===== src/rtl/level_sensor_filter.sv =====
// level_sensor_filter
// Conditions the two raw tank level sensors for the tank controller.
// Each raw line is synchronised through two flops and then debounced.
// The clean levels are presented on I and S. A sustained implausible
// combination (upper wet, lower dry) latches a fault.
//
// Ports
//   clk        system clock, rising edge
//   reset      asynchronous, active-high reset
//   I_raw      raw lower sensor (async), 1 = water present
//   S_raw      raw upper sensor (async), 1 = water present
//   fault_clr  single-cycle request to clear a latched fault
//   I          filtered lower sensor
//   S          filtered upper sensor
//   fault      latched plausibility fault
//   valid      high once the filters have settled after reset
//
// Reset drives I=S=1 (FULL), so downstream pumps stay off.

module level_sensor_filter #(
  parameter int DEBOUNCE     = 4,
  parameter int FAULT_CYCLES = 8,
  parameter int CNT_W        = 4
) (
  input  logic clk,
  input  logic reset,
  input  logic I_raw,
  input  logic S_raw,
  input  logic fault_clr,
  output logic I,
  output logic S,
  output logic fault,
  output logic valid
);

  localparam logic [CNT_W-1:0] DEB_TC = CNT_W'(DEBOUNCE);
  localparam logic [CNT_W-1:0] FLT_TC = CNT_W'(FAULT_CYCLES);
  localparam logic [CNT_W-1:0] ONE    = CNT_W'(1);

  logic             i_sync1_q, i_sync1_d, i_sync2_q, i_sync2_d;
  logic             s_sync1_q, s_sync1_d, s_sync2_q, s_sync2_d;
  logic             i_filt_q, i_filt_d, s_filt_q, s_filt_d;
  logic [CNT_W-1:0] i_cnt_q, i_cnt_d, s_cnt_q, s_cnt_d;
  logic [CNT_W-1:0] i_cnt_inc, s_cnt_inc;
  logic [CNT_W-1:0] flt_cnt_q, flt_cnt_d, flt_cnt_inc;
  logic             fault_q, fault_d;
  logic [CNT_W-1:0] vld_cnt_q, vld_cnt_d;
  logic             settled_q, settled_d;
  logic             valid_q, valid_d;
  logic             implausible;

  always_comb begin
    i_sync1_d = I_raw;
    i_sync2_d = i_sync1_q;
    s_sync1_d = S_raw;
    s_sync2_d = s_sync1_q;

    // Debounce: count cycles where sync2 disagrees with the filtered
    // value; a single agreeing cycle restarts the count.
    i_cnt_inc = i_cnt_q + ONE;
    i_filt_d  = i_filt_q;
    i_cnt_d   = '0;
    if (i_sync2_q != i_filt_q) begin
      if (i_cnt_inc == DEB_TC) begin
        i_filt_d = i_sync2_q;
      end else begin
        i_cnt_d = i_cnt_inc;
      end
    end

    s_cnt_inc = s_cnt_q + ONE;
    s_filt_d  = s_filt_q;
    s_cnt_d   = '0;
    if (s_sync2_q != s_filt_q) begin
      if (s_cnt_inc == DEB_TC) begin
        s_filt_d = s_sync2_q;
      end else begin
        s_cnt_d = s_cnt_inc;
      end
    end

    // Plausibility runs on the filtered levels, so raw glitches
    // cannot trip it.
    implausible = s_filt_q & ~i_filt_q;
    flt_cnt_inc = flt_cnt_q + ONE;
    flt_cnt_d   = '0;
    fault_d     = fault_q;
    if (fault_clr) begin
      // Clear wins over a coincident set.
      flt_cnt_d = '0;
      fault_d   = 1'b0;
    end else if (implausible) begin
      flt_cnt_d = (flt_cnt_q == FLT_TC) ? flt_cnt_q : flt_cnt_inc;
      fault_d   = fault_q | (flt_cnt_d == FLT_TC);
    end

    // Valid counter saturates at DEBOUNCE; one extra stage gives the
    // DEBOUNCE+2 edge delay without needing a wider counter.
    vld_cnt_d = (vld_cnt_q == DEB_TC) ? vld_cnt_q : (vld_cnt_q + ONE);
    settled_d = settled_q | (vld_cnt_q == DEB_TC);
    valid_d   = settled_q;
  end

  always_ff @(posedge clk or posedge reset) begin
    if (reset) begin
      i_sync1_q <= 1'b1;
      i_sync2_q <= 1'b1;
      s_sync1_q <= 1'b1;
      s_sync2_q <= 1'b1;
      i_filt_q  <= 1'b1;
      s_filt_q  <= 1'b1;
      i_cnt_q   <= '0;
      s_cnt_q   <= '0;
      flt_cnt_q <= '0;
      fault_q   <= 1'b0;
      vld_cnt_q <= '0;
      settled_q <= 1'b0;
      valid_q   <= 1'b0;
    end else begin
      i_sync1_q <= i_sync1_d;
      i_sync2_q <= i_sync2_d;
      s_sync1_q <= s_sync1_d;
      s_sync2_q <= s_sync2_d;
      i_filt_q  <= i_filt_d;
      s_filt_q  <= s_filt_d;
      i_cnt_q   <= i_cnt_d;
      s_cnt_q   <= s_cnt_d;
      flt_cnt_q <= flt_cnt_d;
      fault_q   <= fault_d;
      vld_cnt_q <= vld_cnt_d;
      settled_q <= settled_d;
      valid_q   <= valid_d;
    end
  end

  assign I     = i_filt_q;
  assign S     = s_filt_q;
  assign fault = fault_q;
  assign valid = valid_q;

endmodule


===== config.mk =====
export PLATFORM = sky130hd
export DESIGN_NAME = level_sensor_filter
export DESIGN_NICKNAME = d
export VERILOG_FILES = /design/src/rtl/level_sensor_filter.sv
export SDC_FILE = /design/constraint.sdc
export NUM_CORES = 1
export LEC_CHECK = 0
export CAP_MARGIN = 20
export CORE_ASPECT_RATIO = 1.1
export CORE_MARGIN = 2
export CORE_UTILIZATION = 45
export DETAILED_ROUTE_END_ITERATION = 8
export SLEW_MARGIN = 0
export SYNTH_ARGS = -nofsm -noshare
export SYNTH_HDL_FRONTEND = slang
export SYNTH_SLANG_ARGS = --single-unit

===== constraint.sdc =====
create_clock -name clk -period 1.85 [get_ports clk]
set_input_delay 0.185 -clock clk [delete_from_list [all_inputs] [get_ports clk]]
set_output_delay 0.185 -clock clk [all_outputs]
set_load 0.005 [all_outputs]

Run 1, nets reached from selected ports:
Scale: 4 px per um.
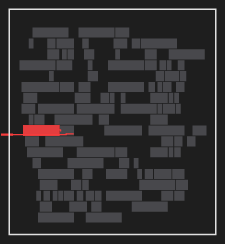
Red stands for `valid`, direction output, edge left, end cells 1, buffers 1, wire 16.4 um.
# IOs: 9
port bufs: 8

Run 1, gate families picked out:
Scale: 8 px per um.
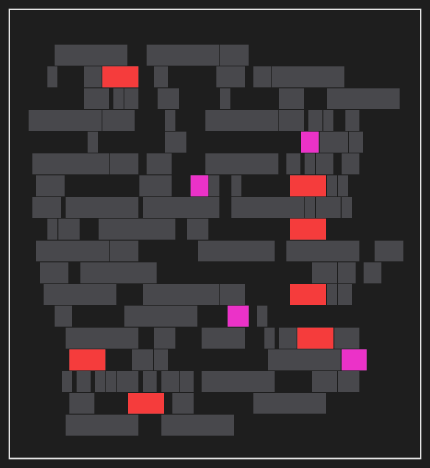
Red stands for adder and majority cells, cells 7. Magenta stands for AND and OR gates, cells 4.
Top cell excl fill/tap: dfrtp_1
combinational share of cell area: 35.8%
Finished Layout Cells: 137

Run 1, signal metal coverage by tile:
Scale: 6 px per um. 10 x 11 tiles, from black (low) to pale yellow (high), scaled to the fullest tile. Values are wire area over tile area, all layers added.
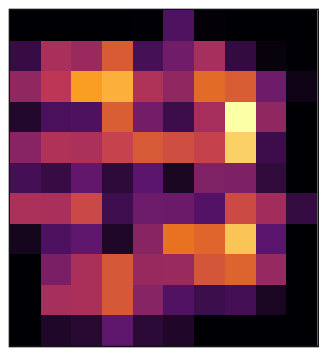
19% of the tiles are over half the peak. The mean over all tiles is 0.088. The fullest tile reaches 0.30. 22% of the tiles are nearly empty.
routed vias: 675
GRT Util Overall: 13.1%

==> results.txt, run 1 <==
Clock buffer count from CTS: 3
Post-synthesis chip area from yosys: 0.00110 sq mm
Syn Area/Cell: 11.8 sq um
Maximum vdd drop: 0.593 mV
P_clk: 0.000237 W
Diodes inserted: 0
Hold buffer count at CTS: 0
# Taps: 30
Post-route DRC: 0
Synth async-reset ratio: 100%
Wl on met1: 801 um
ClkCell Share: 2.09%
Final RePlAce weighted congestion: 0.733
Yosys warnings: 0
Comb power frac: 24.1%
CP max stage delay: 0.46 ns
Cell Type Count: 28
Grt total ovfl: 0
Netlist Area Pre-Place: 0.00110 sq mm
Register area: 633 sq um
Routing usage on met3: 4.30%
Flop share of the area: 50.4%
Worst-Skew Late Latency: 0.31 ns
Post-Place Cell Area: 0.00123 sq mm
Delay-heaviest family, CP: flip-flops
FILL cells: 228
Largest net degree at the start of global routing: 26
Site Rows: 18
First drt pass iteration count: 4
WL met3: 67 um
Seq cells post-synth: 25
Crit path max fanout: 6
Hold slack: 0.204 ns
RSZ-0062 raised after global routing: false
Tmin final: 1.63 ns
Clock buffer cells: 4
Starting Density: 48.1%
Post-DP HPWL: 1.15 mm
CP max stage cell: dfrtp_1
Critical-path cell list: ha_1 > nand2b_1 > o32ai_1 > nand2_1 > mux2_4
Status: finished, final reports clean
P_comb: 0.000308 W
Layout Skew: 0.00359 ns
Met2 wire length: 720 um
[run 1: worst paths after layout]
| check | start | cells after the start | endpoint | slack [ns] |
|---|---|---|---|---|
| setup / recovery | i_cnt_q[0]$_DFF_PP0_ | 5 | I$_DFFE_PP1P_ | 0.22 |
| hold / removal | reset | 3 | valid$_DFF_PP0_ | 0.20 |
| setup reg to reg | i_cnt_q[0]$_DFF_PP0_ | 5 | I$_DFFE_PP1P_ | 0.22 |
| hold reg to reg | i_sync1_q$_DFF_PP1_ | 0 | i_sync2_q$_DFF_PP1_ | 0.37 |
| max in group asynchronous | reset | 3 | S$_DFFE_PP1P_ | 1.36 |
| min in group clk | I_raw | 1 | i_sync1_q$_DFF_PP1_ | 0.27 |
[run 1: cell usage in the layout (no fill, tap or decap), types with 2 or more instances in the layout]
master           instances
a21oi_1                  2
and3_1                   2
clkbuf_4                 3
clkdlybuf4s50_1          8
dfrtp_1                 19
dfstp_2                  6
ha_1                     7
inv_1                    6
mux2_2                   2
nand2_1                  5
nand2b_1                 7
nand3_1                  6
nor2_1                   8
nor2b_1                  2
nor3_1                   2
xnor2_1                  4
xor2_1                   3
[run 1: logic make-up after synthesis]
kind of cell | after synthesis | share of synthesized area (%)
simple gates | 36 | 17.1
flops | 25 | 57.3
compound gates | 9 | 5.78
xor+xnor | 7 | 5.55
fa+ha+maj | 7 | 7.93
buf+inv | 6 | 2.04
mux | 4 | 4.30
[run 1: flip-flops by register name, indices dropped and copies added (netlist names)]
name and flops:
s_sync1_q 1, S 1, i_sync2_q 1, vld_cnt_q 4
s_sync2_q 1, flt_cnt_q 4, i_cnt_q 4, i_sync1_q 1
settled_q 1, s_cnt_q 4, fault 1, valid 1
I 1
[run 1: tightest hold or removal path, delay by kind of cell]
kind                   cells  cell delay (ns)
buffers and inverters      3             0.75
==> run 2: changes to the inputs <==
CTS_BUF_LIST = sky130_fd_sc_hd__clkbuf_8   (was not set)
==> run 2 against run 1 <==
Flip-flop count stayed put. Combinational power hardly changed. Critical path depth stayed put. Hold slack better by 0.064 ns. Design area is 1.5% higher. Critical endpoint unchanged. Largest power group unchanged.
==> results.txt, run 2 <==
Grt total ovfl: 0 (unchanged)
Top cell excl fill/tap: dfrtp_1
Post-DP HPWL: 1.15 mm (unchanged)
Worst-Skew Late Latency: 0.26 ns (-0.05 ns)
Starting Density: 48.1% (unchanged)
Yosys warnings: 0 (unchanged)
Largest net degree at the start of global routing: 26 (unchanged)
CP max stage delay: 0.45 ns (about the same)
Finished Layout Cells: 137 (unchanged)
Critical-path cell list: ha_1 > nand2b_1 > o32ai_1 > nand2_1 > mux2_4
Maximum vdd drop: 0.606 mV (+2.1%)
GRT Util Overall: 13.0% (-0.056 points)
Status: finished, final reports clean
End of the worst register-to-register path: I$_DFFE_PP1P_
First drt pass iteration count: 4 (unchanged)
Worst r2r src: i_cnt_q[0]$_DFF_PP0_
Post-synthesis chip area from yosys: 0.00110 sq mm (unchanged)
RSZ-0062 raised after global routing: false
Seq cells post-synth: 25 (unchanged)
Final RePlAce weighted congestion: 0.733 (unchanged)
Clock buffer count from CTS: 3 (unchanged)
Diodes inserted: 0 (unchanged)
Crit path max fanout: 6 (unchanged)
Netlist Area Pre-Place: 0.00110 sq mm (unchanged)
Site Rows: 18 (unchanged)
Tmin final: 1.62 ns (-0.00429 ns)
# IOs: 9 (unchanged)
Post-route DRC: 0 (unchanged)
R2r setup slk: 0.23 ns (about the same)
FILL cells: 224 (-1.8%)
Syn Area/Cell: 11.8 sq um (unchanged)
Cell Type Count: 28 (unchanged)
Layout Skew: 0.000807 ns (-0.00279 ns)
## run 2: logic make-up after synthesis
family / synth area share [%]
buffers and inverters: 2.04
and+or+nand+nor: 17.1
DFF: 57.3
AOI/OAI and AO/OA: 5.78
xor gates and xnor gates: 5.55
muxes: 4.30
adders and majority gates: 7.93
## run 2: per-layer routing
| layer | routed length, um | GRT usage (%) | share of wire, % |
|---|---|---|---|
| met2 | 736 | 18.9 | 46 |
| met1 | 770 | 17.7 | 49 |
| met3 | 67 | 4.30 | 4.2 |
| met4 | 10 | 5.64 | 0.63 |
| met5 | 0 | 0 | 0 |
## run 2: power breakdown
group	switching, W	leakage [nW]	internal [W]
Combinational	0.000136	0.247	0.000172
Clock	0.000153	0.0269	0.000148
Sequential	0.0000860	0.307	0.000645
Total	0.000376	0.581	0.000965
## run 2: area by class of cell
type | instances | area, sq um | share of cell area (%)
clock inverter | 1 | 3.75 | 0.294
tap | 30 | 37.5 | 2.94
sequential | 25 | 633 | 49.7
timing repair buffer | 9 | 87.6 | 6.87
multi-input combinational | 63 | 449 | 35.2
clock buffer | 3 | 41.3 | 3.24
inverter | 6 | 22.5 | 1.77
## run 2: worst max path at each step
stage	to	depth (start not counted)	start
floorplan	I$_DFFE_PP1P_	5	i_cnt_q[0]$_DFF_PP0_
detailed placement	I$_DFFE_PP1P_	5	i_cnt_q[0]$_DFF_PP0_
global placement	I$_DFFE_PP1P_	5	i_cnt_q[0]$_DFF_PP0_
global route	I$_DFFE_PP1P_	5	i_cnt_q[0]$_DFF_PP0_
CTS	I$_DFFE_PP1P_	5	i_cnt_q[0]$_DFF_PP0_
finish	I$_DFFE_PP1P_	5	i_cnt_q[0]$_DFF_PP0_
Run 2, nets reached from selected ports:
Scale: 4 px per um.
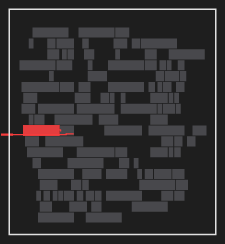
Red stands for `valid`, direction output, edge left, end cells 1, buffers 1, wire 16.4 um.

Run 2, gate families picked out:
Scale: 8 px per um.
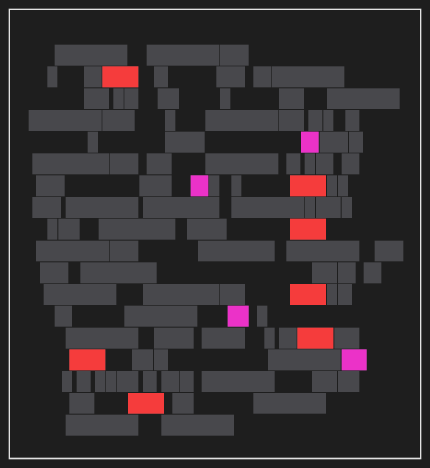
Red stands for adder and majority cells, cells 7. Magenta stands for AND and OR gates, cells 4.
combinational share of cell area: 35.2%

Run 2, signal metal coverage by tile:
Scale: 6 px per um. 10 x 11 tiles, from black (low) to pale yellow (high), scaled to the fullest tile. Values are wire area over tile area, all layers added.
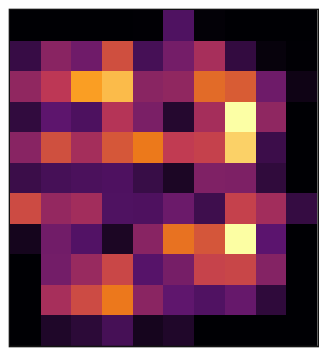
The fullest tile reaches 0.30. The mean over all tiles is 0.086. 20% of the tiles are over half the peak. 22% of the tiles are nearly empty.
routed vias: 672
Detailed Route WL: 1.58 mm
DR WL/cell: 11.6 um

Power and IR drop assume default switching activity.
